$ cat config.mk
export PLATFORM = sky130hd
export DESIGN_NAME = sync_fifo
export DESIGN_NICKNAME = d
export VERILOG_FILES = /design/src/rtl/sync_fifo.sv
export SDC_FILE = /design/constraint.sdc
export NUM_CORES = 1
export LEC_CHECK = 0
export CAP_MARGIN = 5
export CORE_UTILIZATION = 50
export DETAILED_ROUTE_END_ITERATION = 7
export GPL_TIMING_DRIVEN = 1
export PLACE_DENSITY = 0.68
export SETUP_SLACK_MARGIN = 0.3
export SYNTH_ARGS = -nofsm -noshare
export SYNTH_HDL_FRONTEND = slang
export SYNTH_SLANG_ARGS = --single-unit
$ cat constraint.sdc
create_clock -name clk_i -period 3.5 [get_ports clk_i]
set_input_delay 1.05 -clock clk_i [delete_from_list [all_inputs] [get_ports clk_i]]
set_output_delay 1.05 -clock clk_i [all_outputs]
set_load 0.1 [all_outputs]
$ cat src/rtl/sync_fifo.sv
// sync_fifo: single-clock FIFO with full-depth storage, optional fall-through read, level and sticky error flags.
module sync_fifo #(
  parameter int Width       = 8,
  parameter int Depth       = 16,
  parameter int FallThrough = 0,
  parameter int AlmostFull  = 14,
  parameter int AlmostEmpty = 2
) (
  input  logic                     clk_i,
  input  logic                     rst_i,
  input  logic                     flush_i,
  input  logic                     write_req_i,
  input  logic [Width-1:0]         data_i,
  output logic                     write_valid_o,
  input  logic                     read_req_i,
  output logic                     read_valid_o,
  output logic [Width-1:0]         data_o,
  output logic [$clog2(Depth):0]   level_o,
  output logic                     almost_full_o,
  output logic                     almost_empty_o,
  output logic                     overflow_o,
  output logic                     underflow_o
);
  localparam int AW = $clog2(Depth);
  localparam logic [AW:0] AF = (AW+1)'(AlmostFull);
  localparam logic [AW:0] AE = (AW+1)'(AlmostEmpty);
  logic [Width-1:0] mem_q [Depth];
  logic [AW:0] wr_ptr_q, wr_ptr_d, rd_ptr_q, rd_ptr_d;
  logic [Width-1:0] data_q, data_d;
  logic ovf_q, ovf_d, udf_q, udf_d, empty, full, wr_acc, rd_acc;
  // Pointers carry an extra wrap bit so full and empty are distinguishable with all Depth slots used.
  always_comb begin
    empty    = wr_ptr_q == rd_ptr_q;
    full     = (wr_ptr_q[AW-1:0] == rd_ptr_q[AW-1:0]) && (wr_ptr_q[AW] != rd_ptr_q[AW]);
    wr_acc   = write_req_i && !full && !flush_i;
    rd_acc   = read_req_i && !empty && !flush_i;
    wr_ptr_d = flush_i ? '0 : wr_ptr_q + (AW+1)'(wr_acc);
    rd_ptr_d = flush_i ? '0 : rd_ptr_q + (AW+1)'(rd_acc);
    data_d   = rd_acc ? mem_q[rd_ptr_q[AW-1:0]] : data_q;
    ovf_d    = !flush_i && (ovf_q || (write_req_i && full));
    udf_d    = !flush_i && (udf_q || (read_req_i && empty));
  end
  always_ff @(posedge clk_i or posedge rst_i) begin
    if (rst_i) begin
      wr_ptr_q <= '0;
      rd_ptr_q <= '0;
      data_q   <= '0;
      ovf_q    <= 1'b0;
      udf_q    <= 1'b0;
    end else begin
      wr_ptr_q <= wr_ptr_d;
      rd_ptr_q <= rd_ptr_d;
      data_q   <= data_d;
      ovf_q    <= ovf_d;
      udf_q    <= udf_d;
    end
  end
  always_ff @(posedge clk_i) begin
    if (wr_acc) mem_q[wr_ptr_q[AW-1:0]] <= data_i;
  end
  assign level_o        = wr_ptr_q - rd_ptr_q;
  assign write_valid_o  = !full;
  assign read_valid_o   = !empty;
  assign almost_full_o  = level_o >= AF;
  assign almost_empty_o = level_o <= AE;
  assign overflow_o     = ovf_q;
  assign underflow_o    = udf_q;
  assign data_o         = FallThrough != 0 ? (empty ? '0 : mem_q[rd_ptr_q[AW-1:0]]) : data_q;
endmodule
### Gate-type map, run 1

Scale: 2 px per um.
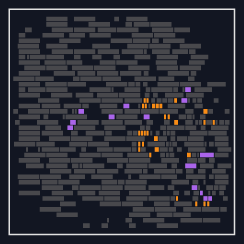
| colour | family | cells | most used |
|---|---|---|---|
| orange | nor cells | 29 | nor2_1 |
| purple | aoi and oai cells | 14 | o221ai_1 |
Commonest Layout Cell: edfxtp_1
Layout Cells excl Fill: 532
logic share of the area: 22.60%

### Clock routing, run 1

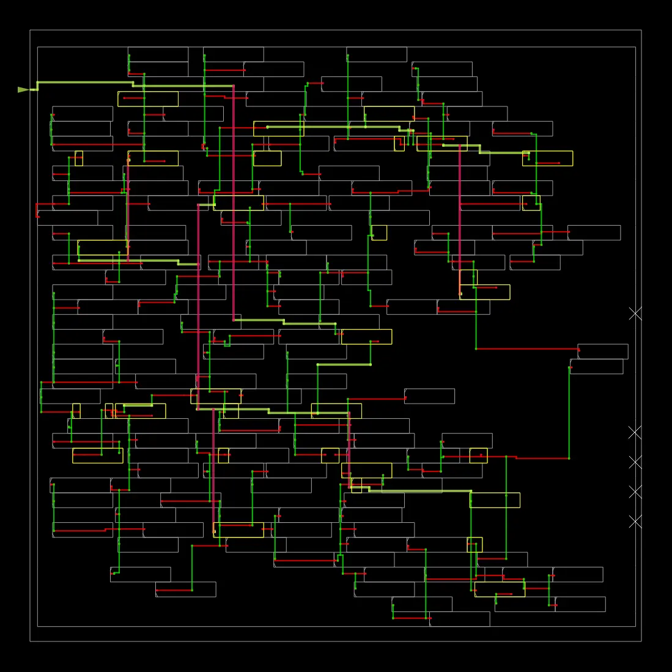
seq_cells: 148
clk_skew: 0.01110 ns
TritonCTS buffer count: 17

### Floorplan with the power grid, run 1

Scale: 3 px per um. Pins as bars on the die edge.
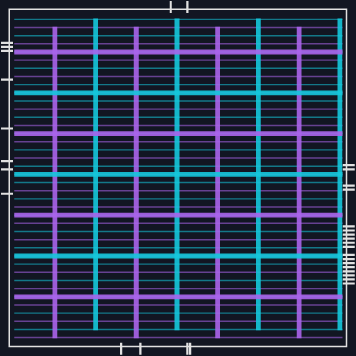
| colour | net |
|---|---|
| cyan | VDD |
| purple | VSS |
signal pins: 32
rows: 39
met4 straps: 8
Die W: 111.9 um
peak supply drop: 441.2 uV

run 1: worst min-delay path, stage by stage, from the launching register on:
cell and delay, ns:
dfrtp_1 0.34, a31oi_1 0.05, nor2_1 0.07
run 1: path summary, 6_finish.rpt:
kind	endpoint	start	cells after the start	slack, ns
min in group asynchronous	data_o[4]	rst_i	2	1.12
max in group asynchronous	rd_ptr_q[2]	rst_i	2	1.78
worst max register to register	mem_q[0][7]	wr_ptr_q[3]	6	0.99
worst min register to register	overflow_o	overflow_o	2	0.50
worst min-delay path	overflow_o	overflow_o	2	0.50
worst max-delay path	almost_full_o	wr_ptr_q[0]	9	0.04
run 1: final cells by class:
| type | instances | area share [%] |
|---|---|---|
| Timing Repair Buffer | 58 | 7.837 |
| Tap cell | 143 | 2.426 |
| Clock inverter | 11 | 1.391 |
| Multi-Input combinational cell | 142 | 22.60 |
| Clock buffer | 21 | 6.107 |
| Sequential cell | 148 | 58.98 |
| Inverter | 9 | 0.6616 |
run 1: metal layers:
layer / routed length, um / vias up
met5: 0 / -
met2: 5765 / 97
met1: 4813 / 1580
met3: 692 / 17
li1: - / 1383
met4: 209 / 0
run 1: power groups by stage:
stage	clock, mW	combinational, mW	sequential [mW]
6_report	1.68	0.689	2.00
4_1_cts	1.71	0.689	2.00
5_1_grt	1.80	0.714	2.00
3_5_place_dp	0	0.681	2.04
2_1_floorplan	0	0.229	2.29
3_3_place_gp	0	0.672	2.04
run 1: registers in the layout, indices dropped and copies added (netlist names):
| signal | cells |
|---|---|
| wr_ptr_q | 5 |
| rd_ptr_q | 5 |
| overflow_o | 1 |
| mem_q | 128 |
| data_o | 8 |
| underflow_o | 1 |
run 1: through the flow:
stage                     cell area [um2]  cells  hold slack [ns]
after floorplan                      6131    314           0.5609
after global placement               6729    494           0.4958
after detailed placement             6729    494           0.4986
after CTS                            7343    531           0.5113
after global routing                 7376    532           0.5298
final                                7376    532           0.5029
run 1: cells by family after synthesis:
group / count (synthesis) / synth area share, %
muxes: 48 / 15.08
xor gates and xnor gates: 10 / 1.450
adders and majority gates: 9 / 1.988
buffers and inverters: 24 / 2.527
AOI/OAI and AO/OA: 19 / 2.444
and+or+nand+nor: 56 / 4.598
DFF: 148 / 71.91
run 1: placed cells by master (no fill, tap or decap), types with 4 or more instances in the layout:
cell type / n
dfrtp_2: 5
nand3_1: 6
xor2_1: 4
edfxtp_1: 128
o221ai_1: 8
xnor2_1: 4
buf_12: 9
clkdlybuf4s50_1: 12
nor2b_1: 5
buf_4: 37
nand2_1: 11
ha_1: 4
inv_1: 4
nor2_1: 20
mux4_1: 8
mux2i_1: 16
nor3_1: 4
mux4_2: 24
clkbuf_16: 17
dfrtp_1: 15
run 1: timing repair:
action,CTS,global route
setup endpoints to repair,4,4
hold buffers,0,0
gates resized,9,6
pin swaps,5,2
setup buffers,5,1
hold endpoints to repair,0,0
==> deck_impl_summary.md, run 1 <==
Key Metrics from the Run

Worst setup path
  • Worst-path maximum fanout: 3
  • CP arrival: 2.41 ns
  • Crit path kind: register to primary output
  • CP endpoint kind: primary output
  • Max stage delay cell, worst path: dfrtp_1

Global route
  • Initial antenna violation count: 0
  • Grt met2 use: 32.67%
  • Grt peak-use layer: met2
  • First-pass GRT wire length: between 15 and 20 mm
  • Vias in the first global route: 3132

Clock network
  • H-tree Lvls: 4
  • Longest Clk Path Bufs: 2

Yosys
  • Dominant cell area share: ~64%
  • Yosys chip area: between 0.006 and 0.007 mm2
  • Syn Nets: between 300 and 400
  • YS warnings: 0
  • Syn avg cell area: a little under 20 um2
  • Synth cell count leaders: edfxtp_1 (128), mux4_2 (24), dfrtp_1 (20), nor2_1 (20), mux2i_1 (16)
  • Synthesized area: around 0.006 mm2
  • Cell count after synthesis: approximately 310
  • EDFF count, synth: 128

Min path
  • Hold Path Class: register to register

Cells and area
  • Filler Cells Inserted: around 820
  • Combinational gate area: ~0.0017 mm2
  • Area grow syn2layout: 22.10%
  • Final design utilization: around 64%

Status
  • Failing checks: DRC
  • Outcome: finished, violations left

Detailed routing
  • Number of DRC markers in iteration 0: about 270
  • Overall routed net length: 11.48 mm
  • DRC violations left: 5
  • Pre-antenna DRT Iters: 6

Timing
  • Setup tns final: 0 ns
  • RSZ-0062 raised after global routing: yes
  • Final hold viol count: 0

Floorplanning
  • Floorplan row count: 39
  • Init Core Util: 52.01%

Power and ir drop
  • Power share of the sequential group: between 40% and 50%

Placed design
  • Dpl hpwl: between 7 and 8 mm
==> run 2, diff against run 1 <==
--- a/config.mk
+++ b/config.mk
@@ -6,10 +6,10 @@
 export NUM_CORES = 1
 export LEC_CHECK = 0
 export CAP_MARGIN = 5
-export CORE_UTILIZATION = 50
+export CORE_UTILIZATION = 35
 export DETAILED_ROUTE_END_ITERATION = 7
 export GPL_TIMING_DRIVEN = 1
-export PLACE_DENSITY = 0.68
+export PLACE_DENSITY = 0.51
 export SETUP_SLACK_MARGIN = 0.3
 export SYNTH_ARGS = -nofsm -noshare
 export SYNTH_HDL_FRONTEND = slang
### Gate-type map, run 2

Scale: 2 px per um.
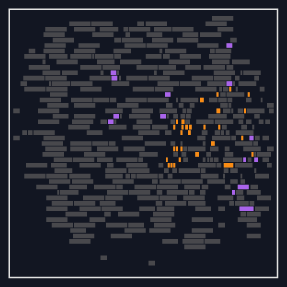
| colour | family | cells | most used |
|---|---|---|---|
| orange | nor cells | 29 | nor2_1 |
| purple | aoi and oai cells | 14 | o221ai_1 |
Layout Cells excl Fill: 616
logic share of the area: 21.97%

### Routed metal, one colour a layer, run 2

Scale: 4 px per um.
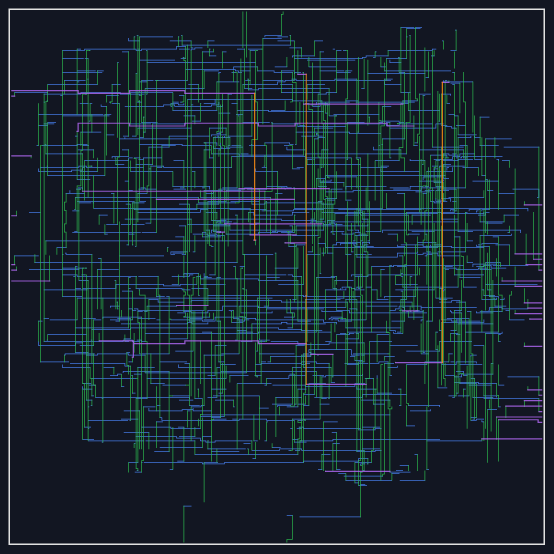
| colour | layer | wire length |
|---|---|---|
| purple | M3 | 574 um |
| green | M2 | 6570 um |
| orange | M4 | 184 um |
| blue | M1 | 5440 um |
overall routed net length: 12.76 mm
WL/cell: 20.72 um
routed via count: 3069

==> run 2 against run 1 <==
Effect of this change: the run now ends clean; clock power grew 7%; combinational power grew 0.7%; count of clock-buffer cells in the layout shrank 3; setup slack gained 0.071 ns; area after synthesis is the same; global-route usage shrank 4.9 points; core utilization shrank 18 points; maximum frequency grew 2.1%; clock skew shrank 0.0036 ns; register-to-register slack lost 0.02 ns; wire length grew 11%; flip-flop count is the same; critical endpoint is now almost_empty_o; largest cell class unchanged; largest power group unchanged.
==> deck_impl_summary.md, run 2 <==
Key Metrics from the Run

Timing
  • RSZ-0062 raised after global routing: yes (unchanged)
  • Hold_ws: 0.4960 ns (was 0.5029 ns)
  • Final hold viol count: 0 (unchanged)

Global route
  • First-pass GRT wire length: 19.59 mm (was 17.95 mm)
  • Initial antenna violation count: 0 (unchanged)
  • Vias in the first global route: 3316 (was 3132)

Yosys
  • EDFF count, synth: 128 (unchanged)
  • Synth cell count leaders: edfxtp_1 (128), mux4_2 (24), dfrtp_1 (20), nor2_1 (20), mux2i_1 (16) (unchanged)
  • Cell count after synthesis: 314 (unchanged)
  • Syn Nets: 336 (unchanged)
  • Yosys chip area: 0.006041 mm2 (unchanged)
  • Syn avg cell area: 19.24 um2 (unchanged)
  • Dominant cell area share: 63.63% (unchanged)
  • YS warnings: 0 (unchanged)

Cells and area
  • Top cells excl fill/tap: edfxtp_1 (128), buf_4 (42), mux4_2 (24), nor2_1 (20), clkbuf_16 (17) (was edfxtp_1 (128), buf_4 (37), mux4_2 (24), nor2_1 (20), clkbuf_16 (17))
  • Filler Cells Inserted: 1487 (was 824)
  • Combinational gate area: 0.001662 mm2 (was 0.001667 mm2)
  • Commonest Layout Cell: edfxtp_1 (unchanged)

Status
  • Outcome: finished, final reports clean (was finished, violations left)

Min path
  • Hold Path Class: register to register (unchanged)
  • Hold Path End: underflow_o (was overflow_o)
  • Launch point of the worst hold path: underflow_o (was overflow_o)

Clock network
  • TritonCTS buffer count: 17 (unchanged)
  • CTS Hold Buffers Added: 0 (unchanged)
  • H-tree Lvls: 4 (unchanged)

Placed design
  • Dpl hpwl: 8.027 mm (was 7.109 mm)
  • Post-DP Area: 0.006863 mm2 (was 0.006729 mm2)

Floorplanning
  • Floorplan row count: 47 (was 39)
  • Init Core Util: 36.17% (was 52.01%)
  • Die W: 133.4 um (was 111.9 um)

Power and ir drop
  • Peak supply drop: 369.1 uV (was 441.2 uV)

Worst setup path
  • Reg-to-reg endpoint: mem_q[1][3] (was mem_q[0][7])
  • Crit path kind: register to primary output (unchanged)
  • Reg-to-reg setup timing slack: 0.97 ns (was 0.99 ns)
  • FF-to-FF Start: wr_ptr_q[3] (unchanged)

Detailed routing
  • DRC violations left: 0 (was 5)
  • Number of DRC markers in iteration 0: 254 (was 274)
  • Pre-antenna DRT Iters: 4 (was 6)
### Clock wires, drivers and flops, run 2

Scale: 2 px per um.
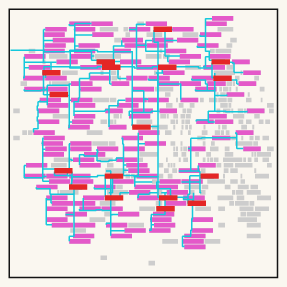
[cyan] clock wires | length: 1680 um
[red] clock-net drivers | count: 17
[magenta] flip-flops | count: 148
routed clock nets: 18
clk_skew: 0.007549 ns
Clock power frac: 40.0%

[run 2: cell families (layout without fill, tap and decap cells)]
group / Yosys count / count (layout) / synth area share [%]
flip-flops: 148 / 148 / 71.91
buffers and inverters: 24 / 106 / 2.527
XOR/XNOR: 10 / 10 / 1.450
multiplexers: 48 / 48 / 15.08
adder cells (fa/ha/maj): 9 / 9 / 1.988
AND-OR/OR-AND: 19 / 19 / 2.444
AND/OR/NAND/NOR: 56 / 56 / 4.598
[run 2: what timing repair did]
item | in CTS | in global routing
setup buffers | 6 | 2
gates resized | 11 | 4
setup endpoints to repair | 4 | 4
pin swaps | 7 | 4
[run 2: routing by layer]
layer | track usage (%) | vias to the layer above | wire length [um]
met5 | 0 | - | 0
met4 | 5.366 | 0 | 184
met3 | 4.072 | 9 | 573
met2 | 26.45 | 64 | 6568
met1 | 19.02 | 1597 | 5437
li1 | - | 1399 | -
[run 2: worst reg2reg max path, delay by kind of cell, from the launching register on]
family	cells	cell delay (ns)
compound gates	1	0.36
fa+ha+maj	1	0.43
buf+inv	1	0.24
flops	1	0.50
simple gates	3	0.70
[run 2: report_power, final]
part | leakage [nW] | total (mW) | internal, mW | switching [mW]
registers | 1.41 | 2.00 | 1.97 | 0.0362
clock network | 0.289 | 1.80 | 1.12 | 0.685
logic | 0.911 | 0.694 | 0.188 | 0.506
total | 2.61 | 4.50 | 3.27 | 1.23
[run 2: final cells by class]
type | instances | share of cell area, %
multi-input combinational | 142 | 21.97
timing repair buffer | 65 | 8.438
sequential | 148 | 57.51
clock inverter | 14 | 2.118
inverter | 9 | 0.6453
clock buffer | 18 | 5.675
tap | 220 | 3.640
[run 2: stage by stage]
stage               TNS [ns]  util (%)  cells
floorplan            -0.2936         -    314
global placement           0     41.09    576
detailed placement         0     41.09    576
CTS                        0     45.06    614
global route               0     45.28    616
finish                     0     45.28    616
[run 2: worst max path at each step]
stage	to	slack, ns	cells after the start	startpoint
floorplan	almost_empty_o	-0.27	8	rd_ptr_q[1]
global placement	almost_empty_o	0.37	9	wr_ptr_q[0]
detailed placement	almost_empty_o	0.30	9	wr_ptr_q[0]
CTS	almost_empty_o	0.07	9	wr_ptr_q[0]
global route	almost_empty_o	0.02	9	wr_ptr_q[0]
finish	almost_empty_o	0.12	9	wr_ptr_q[0]
No activity file was given, so power comes from the tool's default toggle rates.
